==> images/clock_map.png <==
Scale: 10 px per um.
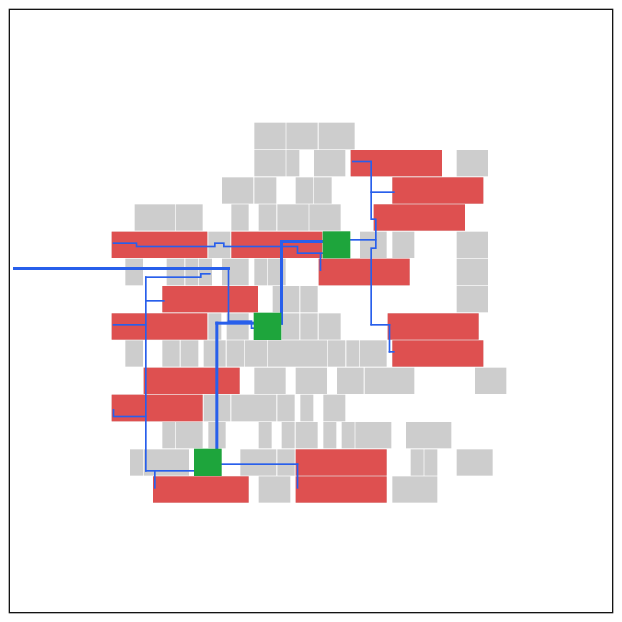
==> images/metal_stack.png <==
Scale: 10 px per um. Two of the layers only.
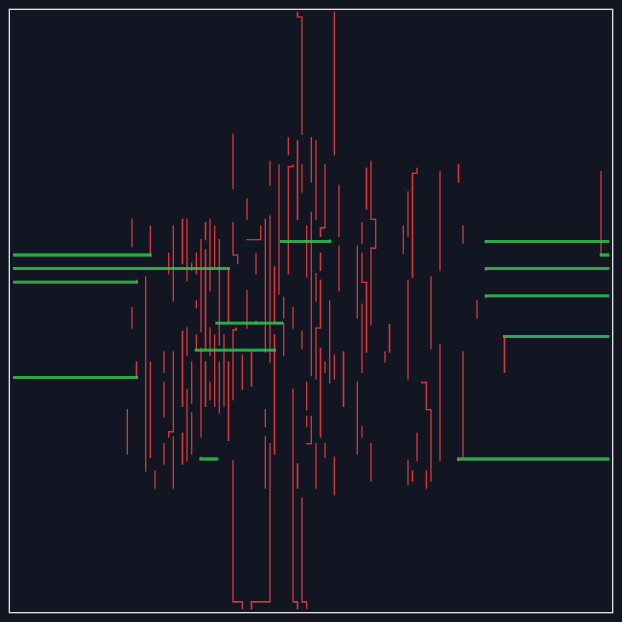
==> images/final_congestion.png <==
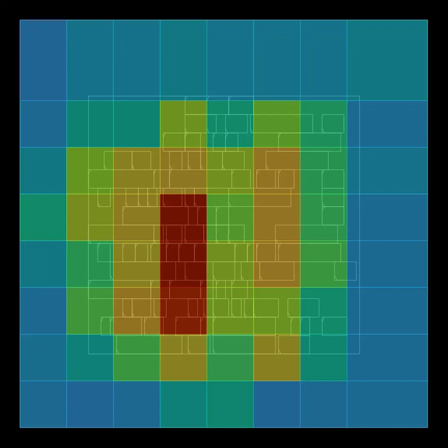
==> images/density.png <==
Scale: 4 px per um. 6 x 6 tiles, from white (low) to dark blue (high), 0 to 100% covered.
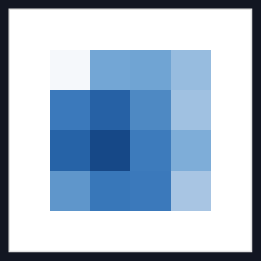
==> images/pdn.png <==
Scale: 8 px per um. Pins as bars on the die edge.
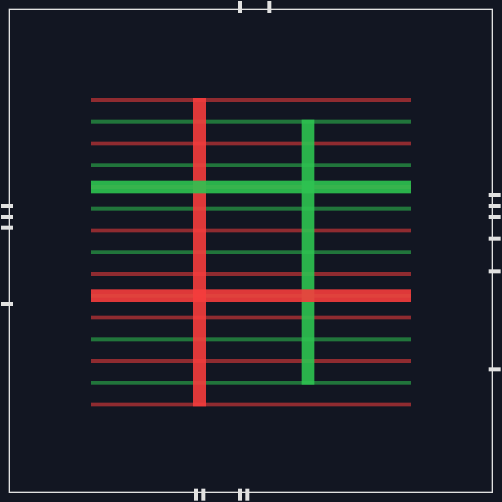
Design crc8_serial, sky130hd; sources not shown.
==> metrics.yaml <==
status: "completed"
grt_pass1_wl_um: 2740
nWellTaps: 16
fp_nets: 83
critPathBufInv: 1
synthDistinctLibCells: 28
die_area_um2: 3620
yosys.area.top_type: "dfrtp_1"
slew_violations: 0
synthToLayoutAreaGrowth_pct: 22.4
fa_ha_area_frac: 0.0645
crit_required_ps: 1360
crit_slowest_cell: "dlygate4sd2_1"
place.gp.congestion: 0.834
hpwl_um: 1230
n_sequential_cell: 15
p_seq_frac: 0.457
grt_pass1_vias: 617
period_needed_ps: 1610
drtAntennaViolNets: 0
firstDrtPassIters: 4
comb_share: 0.381
synth_flops: 15
flop_area_um2: 382
rows: 14
yosys.area_share.aoi: 0.195
wl_met1_um: 727
yosys-mux-area-fraction: 0.0129
clkbuf_count: 4
internal-power_uw: 598
clock_path_buffers: 2
ys_cells: 75
dominant_cells: "sequential cells"
async_reset_ff_frac: 1.00
warnings: 28
cts_hold_buf: 0
largest_reg_flops: 8
tightest_slew_ps: 653
hold_viol_final: 0
root_buffer: "clkbuf_4"
nNetsFinal: 103
logic_family: "AND-OR/OR-AND gates"
endpoint_kind: "output port"
antenna_cells: 0
worst-path-max-fanout: 6
initialDrtViolationCount: 17
cp.arrival_ps: 1270
synth_area_um2: 776
ys.flop_type: "dfrtp_1"
ff2ff_path_depth: 7
worstSetupPathType: "register to output port"
slew_headroom: 0.563
met3WireLength_um: 142
drive_gt1_frac: 0.191
clk_share: 0.0277
yosysWarnings: 0
p_switching_uw: 367
yosys.area.top_type_share: 0.355
viasPerCell: 5.49
non_clock_buffer_count: 18
fillCellCount: 130
switching_share: 0.380
grt_max_degree: 16
cts_tree: "yes"
r2r_slack_ps: 260
max_freq_ghz: 0.622
cts_buffers: 3
drc: 0
synthTopCellsByArea: "dfrtp_1 (35%), dfstp_2 (14%), ha_1 (6.5%), a21oi_1 (3.9%), nor2_1 (3.9%)"
critPathTopFamily: "buffers and inverters"
cellPowerDensity_nw_per_um2: 1020
pin_count: 16
min_path_type: "input pin to asynchronous set/reset pin"
cp-start-kind: "register"
synth_cells: 75
ys_chip_area_um2: 776
dr_wl_met2_um: 720
highest_layer: "met4"
finalClockPeriodUsage: 0.946
cts.sinks: 15
tns_ps: 0
p_leak_nw: 0.458
rsz0062_at_grt: "false"
simple_gate_share: 0.148
## Picture notes: clock_map.png
- green: cells driving clock nets (count 3)
- red: flip-flops (count 15)
- blue: clock wires (length 175 um)
- routed clock nets: 4
clk_skew: 2.55 ps
clock network fraction of total power: 0.207
Worst-Skew Late Latency: 280 ps

## Picture notes: metal_stack.png
- red: met2 (wire length 720 um)
- green: met3 (wire length 143 um)
Vias: 604
DRT Wirelength: 1610 um
average wire per standard cell: 14.7 um

## Picture notes: final_congestion.png
gr usage total: 0.0976
grt met2 use: 0.144

## Picture notes: density.png
- fullest tile: 90%
- densest ninth of the die: middle
- tiles over 75% full: 8.3%
- nearly empty tiles: 56%
Pre-Place Util: 0.509
Core Region: 1520 um2
Util after Layout: 0.623

## Picture notes: pdn.png
- green: VDD
- red: VSS
- met5 straps: 2
- rows: 14
- met1 rails: 15
- signal pins: 16
die width: 60.2 um
Peak VDD IR: 0.000651 V
Die Height: 60.2 um

[power by group through the flow]
stage,Sequential [mW],Clock (mW),Combinational [mW]
finish,0.441,0.200,0.324
global route,0.446,0.232,0.348
CTS,0.441,0.208,0.334
detailed placement,0.449,0,0.353
global placement,0.446,0,0.347
floorplan,0.575,0,0.108
[synth_stat cells (2+ instances only)]
cell / instances
and2_1: 2
buf_2: 3
o211ai_1: 2
o21ai_1: 3
ha_1: 4
a22o_1: 2
nand2b_1: 2
o22ai_1: 2
dfstp_2: 4
o21ai_0: 3
inv_1: 5
xnor2_1: 3
nor2_1: 8
nor2b_1: 2
dfrtp_1: 11
a21o_1: 2
a21oi_1: 6
[timing repair]
item	4_1_cts	5_1_grt
setup endpoints to repair	12	3
gates resized	17	3
setup buffers	0	0
pin swaps	0	0
[per-stage QoR]
| stage | instances | cell area (um2) | power, mW | hold WS [ps] | setup WS (ps) |
|---|---|---|---|---|---|
| after floorplan | 75 | 777 | 0.683 | 44.4 | 81.6 |
| after global placement | 106 | 947 | 0.794 | 472 | 14.2 |
| after detailed placement | 106 | 947 | 0.802 | 487 | 11.5 |
| after CTS | 110 | 965 | 0.982 | 473 | 7.82 |
| after global routing | 110 | 950 | 1.03 | 484 | 32.8 |
| final | 110 | 950 | 0.965 | 451 | 91.1 |
[layout by cell type, fill, tap and decap left out, drive strengths merged, types with 2 or more instances in the layout]
cell type and n:
dfrtp 11, nor2 8, dlygate4sd2 8, a21oi 7, clkbuf 7, o21ai 6, inv 5, ha 4
dfstp 4, buf 3, xnor2 3, clkdlybuf4s50 3, nand2b 3, o22ai 2, o211ai 2, a22o 2
nor2b 2, a21o 2, and2 2
[metal layers]
metal  global-route usage  vias up
li1                     -      296
met1                0.116      289
met2                0.144       15
met4               0.0321        0
met5                    0        -
met3               0.0551        4
Power figures rest on the tool's default switching activity, not on a simulated workload.
